--- src/rtl/lsu_dccm_req.sv ---
// LSU request sequencer for the DCCM: loads (including word-crossing), word stores, and
// read-modify-write sub-word stores, the latter only when RV_DCCM_RMW_EN is defined.
module lsu_dccm_req #(
    parameter int unsigned DCCM_BITS      = 16,
    parameter int unsigned DCCM_BANK_BITS = 3
) (
    input  logic                 clk,
    input  logic                 rst_l,
    input  logic                 lsu_freeze_dc3,
    input  logic                 req_valid,
    output logic                 req_ready,
    input  logic                 req_store,
    input  logic [1:0]           req_size,
    input  logic [DCCM_BITS-1:0] req_addr,
    input  logic [31:0]          req_wdata,
    output logic                 rsp_valid,
    output logic [31:0]          rsp_data,
    output logic                 rsp_err,
    output logic                 dccm_rden,
    output logic                 dccm_wren,
    output logic [DCCM_BITS-1:0] dccm_rd_addr_lo,
    output logic [DCCM_BITS-1:0] dccm_rd_addr_hi,
    output logic [DCCM_BITS-1:0] dccm_wr_addr,
    output logic [31:0]          dccm_wr_data,
    input  logic [31:0]          dccm_rd_data_lo,
    input  logic [31:0]          dccm_rd_data_hi
);

    if (DCCM_BITS < DCCM_BANK_BITS + 3) begin : g_cfg_check
        $error("DCCM_BITS too narrow for the bank-select field");
    end

    typedef enum logic [1:0] {IDLE, RD_WAIT, RMW_RD, RMW_WR} state_t;

    state_t               r_state, w_next;
    logic [1:0]           r_off, r_size;
    logic                 r_cross, r_ack_vld, r_ack_err;
    logic                 w_ready, w_accept, w_cross, w_err_req;
    logic                 w_cap, w_ack_set, w_ack_err;
    logic [3:0]           w_end;
    logic [DCCM_BITS-3:0] w_hi_word;
    logic [63:0]          w_ld_src;
    logic [31:0]          w_ld_word, w_ld_data;

    assign w_ready   = rst_l & ~lsu_freeze_dc3 & ((r_state == IDLE) | (r_state == RD_WAIT));
    assign w_accept  = req_valid & w_ready;
    assign req_ready = w_ready;

    assign w_end     = {2'b00, req_addr[1:0]} + (4'd1 << req_size);
    assign w_cross   = w_end > 4'd4;
    assign w_hi_word = req_addr[DCCM_BITS-1:2] + 1'b1;

`ifdef RV_DCCM_RMW_EN
    assign w_err_req = (req_size == 2'd3) | (req_store & w_cross);
`else
    assign w_err_req = (req_size == 2'd3) | (req_store & (w_cross | (req_size != 2'd2)));
`endif

    assign w_ld_src  = r_cross ? {dccm_rd_data_hi, dccm_rd_data_lo} : {32'h0, dccm_rd_data_lo};
    assign w_ld_word = 32'(w_ld_src >> {r_off, 3'b000});

    always_comb begin
        case (r_size)
            2'd0:    w_ld_data = {24'h0, w_ld_word[7:0]};
            2'd1:    w_ld_data = {16'h0, w_ld_word[15:0]};
            default: w_ld_data = w_ld_word;
        endcase
    end

`ifdef RV_DCCM_RMW_EN
    logic [DCCM_BITS-3:0] r_word;
    logic [31:0]          r_wdata, w_mask, w_merged;

    assign w_mask   = (r_size == 2'd0 ? 32'h0000_00FF : 32'h0000_FFFF) << {r_off, 3'b000};
    assign w_merged = (dccm_rd_data_lo & ~w_mask) | ((r_wdata << {r_off, 3'b000}) & w_mask);
`endif

    always_comb begin
        w_next          = r_state;
        w_cap           = 1'b0;
        w_ack_set       = 1'b0;
        w_ack_err       = 1'b0;
        dccm_rden       = 1'b0;
        dccm_wren       = 1'b0;
        dccm_rd_addr_lo = '0;
        dccm_rd_addr_hi = '0;
        dccm_wr_addr    = '0;
        dccm_wr_data    = '0;
        rsp_valid       = 1'b0;
        rsp_data        = '0;
        rsp_err         = 1'b0;

        case (r_state)
            RD_WAIT: if (!lsu_freeze_dc3) begin
                rsp_valid = 1'b1;
                rsp_data  = w_ld_data;
                w_next    = IDLE;
            end
`ifdef RV_DCCM_RMW_EN
            // RMW_RD issues the word read; RMW_WR merges into the returned lo word and writes it.
            RMW_RD: if (!lsu_freeze_dc3) begin
                dccm_rden       = 1'b1;
                dccm_rd_addr_lo = {r_word, 2'b00};
                dccm_rd_addr_hi = {r_word, 2'b00};
                w_next          = RMW_WR;
            end
            RMW_WR: if (!lsu_freeze_dc3) begin
                dccm_wren    = 1'b1;
                dccm_wr_addr = {r_word, 2'b00};
                dccm_wr_data = w_merged;
                w_ack_set    = 1'b1;
                w_next       = IDLE;
            end
`endif
            default: w_next = IDLE;
        endcase

        if (r_ack_vld && !lsu_freeze_dc3) begin
            rsp_valid = 1'b1;
            rsp_err   = r_ack_err;
        end

        if (w_accept) begin
            if (w_err_req) begin
                w_ack_set = 1'b1;
                w_ack_err = 1'b1;
                w_next    = IDLE;
            end else if (!req_store) begin
                dccm_rden       = 1'b1;
                dccm_rd_addr_lo = req_addr;
                dccm_rd_addr_hi = w_cross ? {w_hi_word, 2'b00} : req_addr;
                w_cap           = 1'b1;
                w_next          = RD_WAIT;
            end else if (req_size == 2'd2) begin
                dccm_wren    = 1'b1;
                dccm_wr_addr = req_addr;
                dccm_wr_data = req_wdata;
                w_ack_set    = 1'b1;
                w_next       = IDLE;
            end
`ifdef RV_DCCM_RMW_EN
            else begin
                w_cap  = 1'b1;
                w_next = RMW_RD;
            end
`endif
        end
    end

    always_ff @(posedge clk or negedge rst_l) begin
        if (!rst_l) begin
            r_state   <= IDLE;
            r_off     <= '0;
            r_size    <= '0;
            r_cross   <= 1'b0;
            r_ack_vld <= 1'b0;
            r_ack_err <= 1'b0;
        end else begin
            r_state   <= w_next;
            r_ack_vld <= w_ack_set | (r_ack_vld & lsu_freeze_dc3);
            if (w_ack_set) r_ack_err <= w_ack_err;
            if (w_cap) begin
                r_off   <= req_addr[1:0];
                r_size  <= req_size;
                r_cross <= w_cross;
            end
        end
    end

`ifdef RV_DCCM_RMW_EN
    always_ff @(posedge clk or negedge rst_l) begin
        if (!rst_l) begin
            r_word  <= '0;
            r_wdata <= '0;
        end else if (w_cap) begin
            r_word  <= req_addr[DCCM_BITS-1:2];
            r_wdata <= req_wdata;
        end
    end
`endif

endmodule

--- config.mk ---
export PLATFORM = sky130hd
export DESIGN_NAME = lsu_dccm_req
export DESIGN_NICKNAME = d
export VERILOG_FILES = /design/src/rtl/lsu_dccm_req.sv
export SDC_FILE = /design/constraint.sdc
export NUM_CORES = 1
export LEC_CHECK = 0
export CORE_AREA = 2 2 91 93
export CTS_CLUSTER_DIAMETER = 80
export DETAILED_ROUTE_END_ITERATION = 16
export DIE_AREA = 0 0 93 95
export PLACE_DENSITY_LB_ADDON = 0.08
export SLEW_MARGIN = 20
export SYNTH_ARGS = -nofsm -noshare
export SYNTH_HDL_FRONTEND = slang
export SYNTH_SLANG_ARGS = --single-unit
--- constraint.sdc ---
create_clock -name clk -period 5.8 [get_ports clk]
set_input_delay 1.16 -clock clk [delete_from_list [all_inputs] [get_ports clk]]
set_output_delay 1.16 -clock clk [all_outputs]
set_load 0.005 [all_outputs]
**Run 1: routing congestion map**

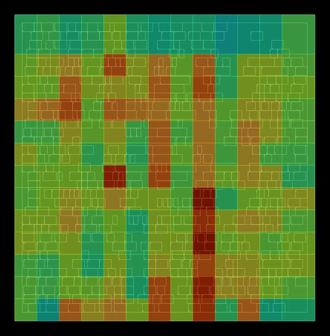
GRT Util Overall: 0.204
post-layout util: 0.591
global routing usage on met1: 0.239
Routed wire per std cell: 15.1 um
gr busiest metal: met2

**Run 1: ports around the boundary**

The bar under the picture is 20 um long. Pins as bars across the die edge, other pins in grey.
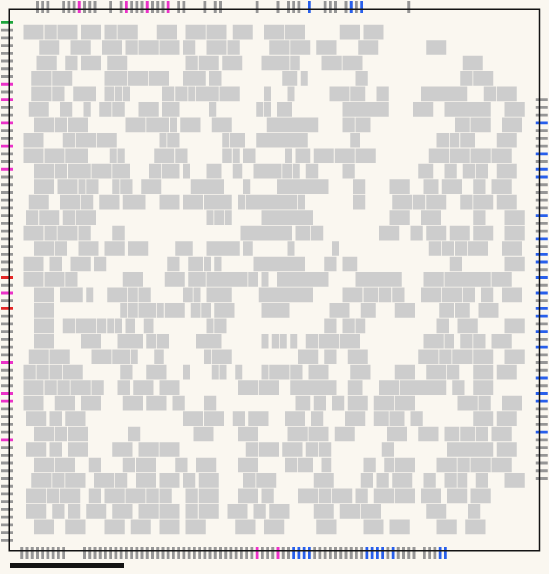
req_size -> red  # pins 2, direction input, edge left
dccm_rd_addr_lo -> magenta  # pins 16, direction output, edge 10 left, 4 top, 2 bottom
rsp_data -> blue  # pins 32, direction output, edge 18 right, 11 bottom, 3 top
dccm_rden -> green  # pins 1, direction output, edge left
all pins by edge = 78 bottom, 68 left, 50 right, 40 top
Port Buf Inserts: 227
die width: 93 um
Die Ht: 95 um

**Run 1: M1 wires**

The bar under the picture is 20 um long.
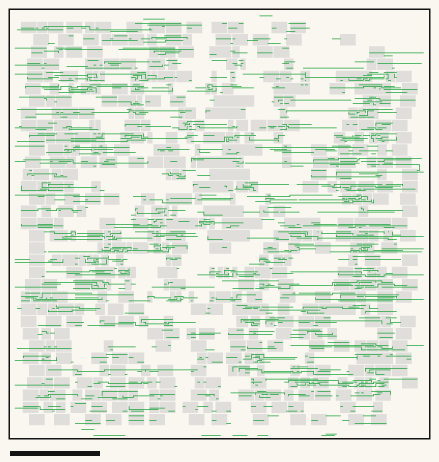
longest straight run = 25.8 um
share of all routed wire = 40%
nets with wire on the layer = 554
wire length on this layer = 3800 um
final WL: 9.49 mm
via count: 3067

==> out/metrics.csv, run 1 <==
stage,metric,value,unit
final_timing,fin_crit_sh,0.942,
final_layout,logic_area,0.00196,sq mm
logic_synthesis,yosysTopAreaCell,and2_1,
routing,dr.pass1.iters,5,
placement,dp.cells,626,
logic_synthesis,fp_nets,436,
logic_synthesis,ys_cells,313,
job,warnings,34,
worst_setup_path,critPathRequiredTime,4640,ps
worst_setup_path,crit_buf_inv,2,
worst_setup_path,critPathMaxStageDelay,630,ps
final_layout,syn2layout_area_growth,104,%
power,fin_total_pwr,0.000444,W
power,switching_share,0.363,
power,powerClk,0.0000714,W
placement,placed_area,0.00464,sq mm
floorplanning,dieArea,0.00884,sq mm
power,power_frac_comb,0.608,
worst_setup_path,crit_path_top_delay_cell,clkdlybuf4s50_1,
final_layout,num-nets-final,649,
logic_synthesis,synth_cell_types,38,
power,p_per_area,94.7,mW/mm^2
final_layout,final_common_cell,clkdlybuf4s50_1,
power,internal_power,0.000283,W
floorplanning,core-area,0.00793,sq mm
logic_synthesis,synthesis.area,0.00229,sq mm
final_timing,hold_viol,0,
logic_synthesis,synth-edff-count,0,
worst_setup_path,regToRegSetupSlack,4250,ps
logic_synthesis,synth_warnings,0,
final_timing,setup_viol,0,
final_timing,worst_pin_slew,916,ps
clock_tree,cts_sinks,9,
final_timing,skew,1.00,ps
logic_synthesis,top_cells_by_area,"and2_1 (22%), mux2i_1 (10%), dfrtp_1 (9.8%)",
final_timing,max_slew_margin,0.387,
logic_synthesis,synthFlopType,dfrtp_1,
worst_setup_path,cp-start-kind,input pin,
logic_synthesis,yosys.stat.seqShare,0.0982,
final_layout,fin_cells,630,
logic_synthesis,syn_area_per_cell,7.33,sq um
grt,use_met3,0.0495,
clock_tree,cts_resized,0,
worst_setup_path,cp_max_fo,6,
floorplanning,fp_util,0.289,
logic_synthesis,top_area_frac,0.218,
routing,drt_iter0_drc,61,
worst_setup_path,path_cells,clkdlybuf4s50_1 > nor2_1 > ha_1 > fa_1 > nor2_1 > or3_1 > o21ai_2 > and4_1 > mux2_1 > clkdlybuf4s50_1,
grt,grt_pass1_vias,2902,
power,ir_drop,0.0000772,V
placement,gp_congestion,0.848,
final_timing,fin_crit,5470,ps
logic_synthesis,synth_flops,9,
power,clkPwrFrac,0.161,
final_layout,layout-drive-gt1-share,0.0590,
logic_synthesis,synthArstFlopShare,1.00,
worst_setup_path,crit_path_end_kind,output pin,
clock_tree,insertion_delay,230,ps
clock_tree,cts-root-buf,clkbuf_8,
final_timing,rsz0062_at_grt,no,
final_layout,diodes,0,
final_timing,slew_viol_final,0,
worst_hold_path,worstHoldPathType,reg2reg,
clock_tree,path_clk_slew,40,ps
worst_setup_path,arrival,4310,ps
final_layout,final_area,0.00469,sq mm
worst_setup_path,cp_top_family,buffers and inverters,
outcome,status,finished clean,
logic_synthesis,ys_area,0.00229,sq mm
clock_tree,clock_path_buffers,2,
job,cap_viol_max_count,0,
power,pwr-share-seq,0.231,
grt,grt_max_degree,51,
final_layout,regArea,226,sq um
clock_tree,cts.htree.levels,1,
power,power-top-group,combinational cells,
grt,grtUsageMet2,0.376,
final_timing,final.setup.tns,0,ps
routing,ant_nets,0,
placement,dp_hpwl,7.49,mm
grt,grt_pass1_wl,14.7,mm
routing,drc,0,
clock_tree,cts_tree,built,
final_layout,filler_cell_count,754,
power,p_sw,0.000161,W
final_layout,most-common-layout-cells,"clkdlybuf4s50_1 (227), and2_1 (80), mux2i_1 (24)",
floorplanning,ioPinCount,236,
logic_synthesis,syn_inst,313,
floorplanning,row_count,33,
worst_setup_path,crit_type,in2out,
final_timing,setup_slack,334,ps
routing,vias_per_cell,4.87,
grt,grt_overflow_total,0,
clock_tree,postCtsSetupBuffers,0,
placement,pre_cts_ws,339,ps
clock_tree,cts_buffers,3,
power,p_comb,0.000270,W
power,seq-power,0.000103,W
grt,antenna_found_initial,0,
clock_tree,hold_buffers,0,
power,p_leak,1.82,nW
final_timing,clock.fmax,0.183,GHz
final_timing,hold_ws,472,ps
==> run 1: cell families (layout without fill, tap and decap cells) <==
group / after synthesis / after routing / synth area share
flip-flops: 9 / 9 / 0.0982
buffers and inverters: 29 / 241 / 0.0513
AND-OR/OR-AND: 58 / 58 / 0.162
other: 1 / 1 / 0.00164
multiplexers: 41 / 41 / 0.227
XOR/XNOR: 3 / 3 / 0.0147
AND/OR/NAND/NOR: 168 / 168 / 0.420
adder cells (fa/ha/maj): 4 / 4 / 0.0251
==> run 1: area by class of cell <==
type                    instances  area share
flip-flops and latches          9      0.0483
well taps                     105      0.0280
inverters                       5     0.00400
multi-input cells             275       0.417
repair buffers                232       0.493
clock buffers                   4     0.00961
==> run 1: routing by layer <==
metal	share of wire	vias up	wire length, um
li1	-	1527	-
met1	0.40	1396	3800
met2	0.50	136	4740
met3	0.090	8	850
met4	0.011	0	102
met5	0	-	0
==> run 1: path summary, 6_finish.rpt <==
check / startpoint / end / cells after the start
max in group asynchronous: rst_l / r_off[0] / 1
worst max-delay path: req_size[0] / dccm_rd_addr_hi[15] / 10
worst min register to register: r_state[1] / r_state[0] / 1
worst max register to register: r_state[1] / r_off[0] / 6
min in group asynchronous: rst_l / r_ack_vld / 1
worst min-delay path: r_state[1] / r_state[0] / 1
==> run 1: state kept, by name (all words and copies together) (netlist names) <==
name	count
r_size	2
r_cross	1
r_ack_err	1
r_ack_vld	1
r_off	2
r_state	2
==> run 1: cell usage after synthesis, drive strengths merged (5+ instances only) <==
library cell  count
a211oi           16
a21oi            11
and2             80
and3             12
buf              10
clkbuf           14
dfrtp             9
inv               5
mux2              9
mux2i            24
mux4              8
nand2            23
nand3             6
nor2             19
nor2b            18
o21ai            10
o22ai            16
==> run 2, diff against run 1 <==
SLEW_MARGIN = default   (was 20)
**Run 2: M1 wires**

The bar under the picture is 20 um long.
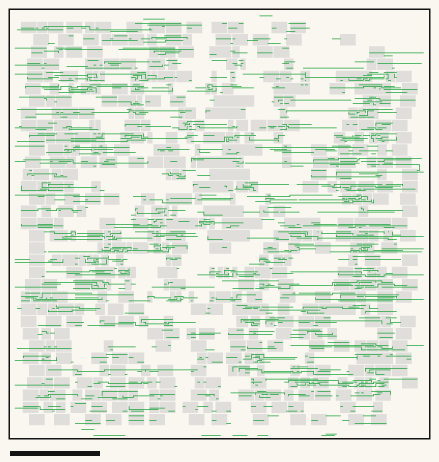
share of all routed wire = 40%
wire length on this layer = 3800 um

==> out/metrics.csv, run 2 <==
stage,metric,value,unit,change
outcome,status,finished clean,,
power,p_leak,1.82,nW,unchanged
job,warnings,34,,unchanged
clock_tree,cts_tree,built,,
worst_setup_path,crit_path_end_kind,output pin,,
grt,grt_overflow_total,0,,unchanged
final_layout,num-nets-final,649,,unchanged
logic_synthesis,syn_area_per_cell,7.33,sq um,unchanged
worst_setup_path,critPathRequiredTime,4640,ps,about the same
grt,grt_pass1_vias,2902,,unchanged
logic_synthesis,synthTopCellsByCount,"and2_1 (80), mux2i_1 (24), nand2_1 (23)",,
clock_tree,cts_buffers,3,,unchanged
routing,num_vias,3067,,unchanged
clock_tree,path_clk_slew,40,ps,about the same
final_timing,final.setup.tns,0,ps,unchanged
final_timing,fin_crit,5470,ps,unchanged
logic_synthesis,synthesis.area,0.00229,sq mm,unchanged
clock_tree,cts_sinks,9,,unchanged
logic_synthesis,synth_warnings,0,,unchanged
logic_synthesis,ys_cells,313,,unchanged
floorplanning,die_w,93,um,unchanged
grt,grt_pass1_wl,14.7,mm,unchanged
final_layout,syn2layout_area_growth,104,%,unchanged
clock_tree,hold_buffers,0,,unchanged
clock_tree,cts-root-buf,clkbuf_8,,
worst_setup_path,arrival,4310,ps,about the same
worst_setup_path,crit_path_top_delay_cell,clkdlybuf4s50_1,,
logic_synthesis,fp_nets,436,,unchanged
floorplanning,dieArea,0.00884,sq mm,unchanged
routing,dr.pass1.iters,5,,unchanged
logic_synthesis,xor_share,0.0147,,unchanged
logic_synthesis,yosysTopAreaCell,and2_1,,
placement,portBuffers,227,,unchanged
logic_synthesis,yosys.stat.seqShare,0.0982,,unchanged
final_timing,setup_slack,334,ps,unchanged
final_timing,fin_crit_sh,0.942,,unchanged
clock_tree,cts.htree.levels,1,,unchanged
final_layout,final_area,0.00469,sq mm,unchanged
worst_setup_path,crit_buf_inv,2,,unchanged
logic_synthesis,synthFlopType,dfrtp_1,,
floorplanning,fp_util,0.289,,unchanged
job,cap_viol_max_count,0,,unchanged
worst_hold_path,worstHoldPathType,reg2reg,,
clock_tree,postCtsSetupBuffers,0,,unchanged
clock_tree,clock_path_buffers,2,,unchanged
floorplanning,core-area,0.00793,sq mm,unchanged
worst_setup_path,path_cells,clkdlybuf4s50_1 > nor2_1 > ha_1 > fa_1 > nor2_1 > or3_1 > o21ai_2 > and4_1 > mux2_1 > clkdlybuf4s50_1,,
logic_synthesis,synth-edff-count,0,,unchanged
clock_tree,cts_resized,0,,unchanged
final_timing,worst_pin_slew,916,ps,unchanged
grt,antenna_found_initial,0,,unchanged
floorplanning,ioPinCount,236,,unchanged
final_timing,slew_viol_final,0,,unchanged
routing,vias_per_cell,4.87,,unchanged
placement,pre_cts_ws,339,ps,unchanged
final_layout,biggestRegsByFlops,"r_off: 2 flops, r_size: 2 flops, r_state: 2 flops",,
clock_tree,insertion_delay,230,ps,about the same
power,ir_drop,0.0000772,V,unchanged
placement,placed_area,0.00464,sq mm,unchanged
final_timing,rsz0062_at_grt,no,,
logic_synthesis,ys_area,0.00229,sq mm,unchanged
logic_synthesis,top_area_frac,0.218,,unchanged
floorplanning,row_count,33,,unchanged
logic_synthesis,ys_sh_simple,0.420,,unchanged
floorplanning,die_h,95,um,unchanged
placement,gp_congestion,0.848,,unchanged
routing,totalWireLength,9.49,mm,unchanged
routing,drc,0,,unchanged
logic_synthesis,synth_cell_types,38,,unchanged
worst_setup_path,cp_top_family,buffers and inverters,,
final_layout,most-common-layout-cells,"clkdlybuf4s50_1 (227), and2_1 (80), mux2i_1 (24)",,
final_layout,layout-drive-gt1-share,0.0590,,unchanged
worst_setup_path,cp_max_fo,6,,unchanged
logic_synthesis,synth_flops,9,,unchanged
final_timing,max_slew_margin,0.387,,unchanged
final_timing,skew,1.00,ps,unchanged
final_timing,setup_viol,0,,unchanged
worst_setup_path,crit_type,in2out,,
logic_synthesis,syn_inst,313,,unchanged
grt,grt_use_total,0.204,,unchanged
routing,ant_nets,0,,unchanged
final_layout,final_common_cell,clkdlybuf4s50_1,,
logic_synthesis,compound_area_frac,0.162,,unchanged
power,p_per_area,94.7,mW/mm^2,unchanged
routing,drt_iter0_drc,61,,unchanged
logic_synthesis,synthArstFlopShare,1.00,,unchanged
final_layout,diodes,0,,unchanged
worst_setup_path,cp-start-kind,input pin,,
logic_synthesis,top_cells_by_area,"and2_1 (22%), mux2i_1 (10%), dfrtp_1 (9.8%)",,
placement,dp_hpwl,7.49,mm,unchanged
final_timing,clock.fmax,0.183,GHz,unchanged
final_timing,hold_viol,0,,unchanged
logic_synthesis,mux_share,0.227,,unchanged
routing,post_drt_wl_per_cell,15.1,um,unchanged
logic_synthesis,synth.most_common_cell,and2_1,,
worst_setup_path,critPathMaxStageDelay,630,ps,about the same
grt,grt_max_degree,51,,unchanged
logic_synthesis,ys_sh_adder,0.0251,,unchanged
logic_synthesis,topCombFamilyByArea,simple AND/OR/NAND/NOR gates,,
[run 2: power breakdown]
| group | switching [W] | internal [W] | leakage, nW |
|---|---|---|---|
| logic | 0.000108 | 0.000162 | 1.68 |
| registers | 0.0000299 | 0.0000729 | 0.112 |
| clock network | 0.0000236 | 0.0000478 | 0.0228 |
[run 2: path summary, 6_finish.rpt]
| check | end | depth (start not counted) | slack, ps | start |
|---|---|---|---|---|
| setup reg to reg | r_off[0] | 6 | 4250 | r_state[1] |
| hold reg to reg | r_state[0] | 1 | 470 | r_state[1] |
| setup / recovery | dccm_rd_addr_hi[15] | 10 | 330 | req_size[0] |
| min in group asynchronous | r_ack_vld | 1 | 1240 | rst_l |
| hold / removal | r_state[0] | 1 | 470 | r_state[1] |
| max in group asynchronous | r_off[0] | 1 | 4230 | rst_l |
[run 2: per-layer routing]
layer	part of all wire	GRT usage	wire [um]	vias up
li1	-	-	-	1527
met1	0.40	0.239	3800	1396
met2	0.50	0.376	4740	136
met3	0.090	0.0495	850	8
met4	0.011	0.0490	102	0
met5	0	0	0	-
[run 2: final cells by class]
cell class / instances / area [sq um]
Tap cell: 105 / 131
Sequential cell: 9 / 226
Fill cell: 754 / 3240
Inverter: 5 / 18.8
Timing Repair Buffer: 232 / 2310
Clock buffer: 4 / 45.0
Multi-Input combinational cell: 275 / 1960
[run 2: through the flow]
| step | instances | hold slack, ps | utilization | total power [W] |
|---|---|---|---|---|
| finish | 630 | 472 | 0.591 | 0.000444 |
| global route | 630 | 509 | 0.591 | 0.000481 |
| CTS | 630 | 468 | 0.591 | 0.000450 |
| detailed placement | 626 | 462 | 0.586 | 0.000375 |
| global placement | 626 | 443 | 0.586 | 0.000370 |
| floorplan | 313 | 436 | - | 0.000255 |
**Run 2: metal 3**

The bar under the picture is 20 um long.
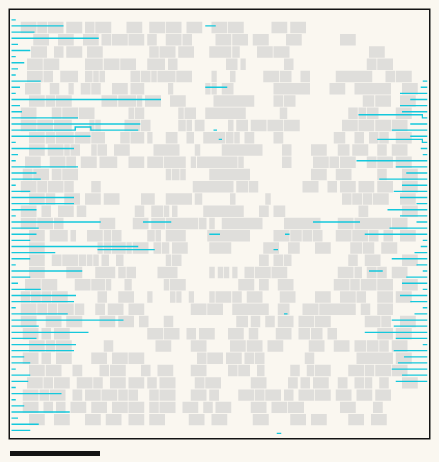

==> run 3, diff against run 2 <==
CELL_PAD_IN_SITES_DETAIL_PLACEMENT = 0   (was default)
CELL_PAD_IN_SITES_GLOBAL_PLACEMENT = 1   (was default)
CORE_AREA = 2 2 101 123   (was 2 2 91 93)
DIE_AREA = 0 0 103 125   (was 0 0 93 95)
PLACE_DENSITY_LB_ADDON = 0.1   (was 0.08)
**Run 3: metal 3**

The bar under the picture is 20 um long.
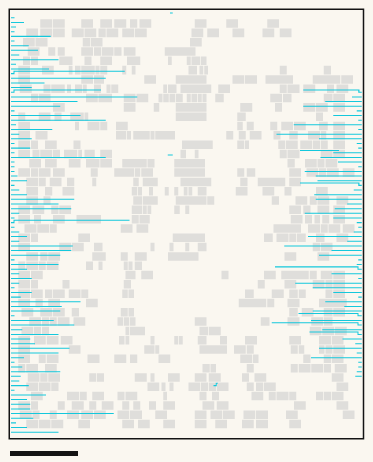
nets with wire on the layer = 154
main direction = horizontal
wire length on this layer = 1360 um
longest straight run = 36.6 um
share of all routed wire = 13%
final WL: 10.7 mm
via count: 3080
met3 usage: 0.0604

==> out/metrics.csv, run 3 <==
stage,metric,value,unit,change
outcome,status,finished clean,,
power,switching_share,0.342,,-0.0211
worst_setup_path,cp_max_fo,13,,+7
floorplanning,row_count,44,,+33%
clock_tree,clock_path_buffers,2,,unchanged
final_timing,setup_slack,315,ps,-18.9 ps
clock_tree,cts_sinks,9,,unchanged
job,cap_viol_max_count,0,,unchanged
final_timing,worst_pin_slew,945,ps,+29.5 ps
final_timing,setup_viol,0,,unchanged
floorplanning,fp_util,0.195,,-0.0946
floorplanning,dieArea,0.0129,sq mm,+46%
worst_setup_path,crit_type,in2out,,
final_layout,fin_cells,687,,+9.0%
floorplanning,ioPinCount,236,,unchanged
logic_synthesis,xor_share,0.0147,,unchanged
power,pwr-share-seq,0.198,,-0.033
routing,vias_per_cell,4.48,,-7.9%
logic_synthesis,syn_inst,313,,unchanged
grt,grt_max_degree,42,,-18%
worst_setup_path,critPathRequiredTime,4640,ps,about the same
logic_synthesis,topCombFamilyByArea,simple AND/OR/NAND/NOR gates,,
clock_tree,cts.htree.levels,1,,unchanged
logic_synthesis,fp_nets,436,,unchanged
clock_tree,cts_buffers,3,,unchanged
job,warnings,34,,unchanged
logic_synthesis,mux_share,0.227,,unchanged
worst_setup_path,crit_path_end_kind,output pin,,
routing,drc,0,,unchanged
final_timing,skew,0.898,ps,-0.103 ps
logic_synthesis,ys_sh_simple,0.420,,unchanged
final_layout,diodes,0,,unchanged
logic_synthesis,synth_flops,9,,unchanged
placement,pre_cts_ws,241,ps,-98.1 ps
power,ir_drop,0.0000578,V,-25%
clock_tree,insertion_delay,230,ps,about the same
clock_tree,postCtsSetupBuffers,0,,unchanged
clock_tree,cts-root-buf,clkbuf_16,,
power,power_frac_comb,0.565,,-0.043
placement,gp_congestion,0.747,,-12%
floorplanning,die_w,103,um,+11%
final_layout,biggestRegsByFlops,"r_off: 2 flops, r_size: 2 flops, r_state: 2 flops",,
clock_tree,hold_buffers,0,,unchanged
final_layout,syn2layout_area_growth,110,%,
routing,dr.pass1.iters,4,,-1
final_timing,hold_viol,0,,unchanged
final_timing,fin_crit_sh,0.946,,+0.00325
logic_synthesis,synthFlopType,dfrtp_1,,
logic_synthesis,synth_cell_types,38,,unchanged
logic_synthesis,synth_warnings,0,,unchanged
power,p_sw,0.000170,W,+5.3%
grt,grt_overflow_total,0,,unchanged
final_timing,hold_ws,469,ps,-2.76 ps
logic_synthesis,ys_cells,313,,unchanged
final_timing,slew_viol_final,0,,unchanged
final_timing,rsz0062_at_grt,no,,
power,fin_total_pwr,0.000496,W,+12%
grt,grt_pass1_vias,3188,,+9.9%
routing,ant_nets,0,,unchanged
logic_synthesis,ys_sh_adder,0.0251,,unchanged
grt,grt_use_total,0.154,,-0.0508
placement,placed_area,0.00473,sq mm,+1.9%
logic_synthesis,ys_area,0.00229,sq mm,unchanged
logic_synthesis,synth-edff-count,0,,unchanged
logic_synthesis,syn_area_per_cell,7.33,sq um,unchanged
final_layout,final_area,0.00481,sq mm,+2.6%
power,clkPwrFrac,0.237,,+0.076
floorplanning,core-area,0.0118,sq mm,+49%
logic_synthesis,top_cells_by_area,"and2_1 (22%), mux2i_1 (10%), dfrtp_1 (9.8%)",,
clock_tree,cts_tree,built,,
floorplanning,die_h,125,um,+32%
final_layout,layout-drive-gt1-share,0.0608,,+0.00179
placement,dp_hpwl,8.59,mm,+15%
power,internal_power,0.000327,W,+15%
final_layout,num-nets-final,650,,+0.15%
grt,grt_pass1_wl,16.0,mm,+8.9%
routing,drt_iter0_drc,98,,+61%
logic_synthesis,synth.most_common_cell,and2_1,,
final_timing,final.setup.tns,0,ps,unchanged
worst_setup_path,arrival,4330,ps,+20 ps
worst_setup_path,cp-start-kind,input pin,,
logic_synthesis,yosys.stat.seqShare,0.0982,,unchanged
grt,antenna_found_initial,0,,unchanged
routing,post_drt_wl_per_cell,15.5,um,+3.1%
final_layout,filler_cell_count,1247,,+65%
placement,dp.cells,683,,+9.1%
final_layout,final_common_cell,clkdlybuf4s50_1,,
logic_synthesis,yosysTopAreaCell,and2_1,,
final_timing,max_slew_margin,0.367,,-0.0198
logic_synthesis,synthTopCellsByCount,"and2_1 (80), mux2i_1 (24), nand2_1 (23)",,
placement,portBuffers,227,,unchanged
final_timing,fin_crit,5490,ps,+18.9 ps
logic_synthesis,top_area_frac,0.218,,unchanged
power,p_per_area,103,mW/mm^2,+8.9%
clock_tree,cts_resized,0,,unchanged
final_layout,fin_util,0.408,,-0.183
final_layout,most-common-layout-cells,"clkdlybuf4s50_1 (227), and2_1 (80), mux2i_1 (24)",,
logic_synthesis,synthesis.area,0.00229,sq mm,unchanged
logic_synthesis,synthArstFlopShare,1.00,,unchanged
logic_synthesis,compound_area_frac,0.162,,unchanged
-- run 3: cell type report --
cell class	count	area, sq um	area share
Clock buffer	4	78.8	0.0164
Inverter	5	18.8	0.00390
Multi-Input combinational cell	275	1960	0.407
Sequential cell	9	226	0.0471
Tap cell	161	201	0.0419
Timing Repair Buffer	233	2330	0.484
-- run 3: worst max-delay path, cell delays in order --
cell and delay [ps]:
clkdlybuf4s50_1 620, nor2_1 70, ha_1 220, fa_1 410
xnor2_2 280, o21ai_2 200, nor3_4 440, buf_4 260
and2_1 140, clkdlybuf4s50_1 520
-- run 3: power by group through the flow --
stage	Combinational (W)	Clock (W)	Sequential (W)
floorplan	0.000175	0	0.0000793
global placement	0.000281	0	0.0000988
detailed placement	0.000283	0	0.0000997
CTS	0.000285	0.000121	0.0000988
global route	0.000308	0.000127	0.000102
finish	0.000281	0.000118	0.0000981
-- run 3: routing by layer --
layer	part of all wire	track usage	routed length (um)	vias up
li1	-	-	-	1534
met1	0.37	0.162	3940	1386
met2	0.50	0.290	5330	158
met3	0.13	0.0604	1360	2
met4	0.0038	0.0186	41	0
met5	0	0	0	-
-- run 3: worst paths after layout --
path,start,to,slack [ps],depth (start not counted)
worst max-delay path,req_size[0],dccm_wr_data[6],310,10
worst min-delay path,r_off[1],r_off[1],470,2
worst max register to register,r_state[1],r_off[0],4130,6
worst min register to register,r_off[1],r_off[1],470,2
max in group asynchronous,rst_l,r_off[0],4220,1
min in group asynchronous,rst_l,r_ack_err,1250,1
-- run 3: cells by family (layout without fill, tap and decap cells) --
kind of cell	Yosys count	in the layout
XOR/XNOR	3	3
adder cells (fa/ha/maj)	4	4
AND/OR/NAND/NOR	168	168
buffers and inverters	29	242
flip-flops	9	9
AND-OR/OR-AND	58	58
other	1	1
multiplexers	41	41
Power figures rest on the tool's default switching activity, not on a simulated workload.
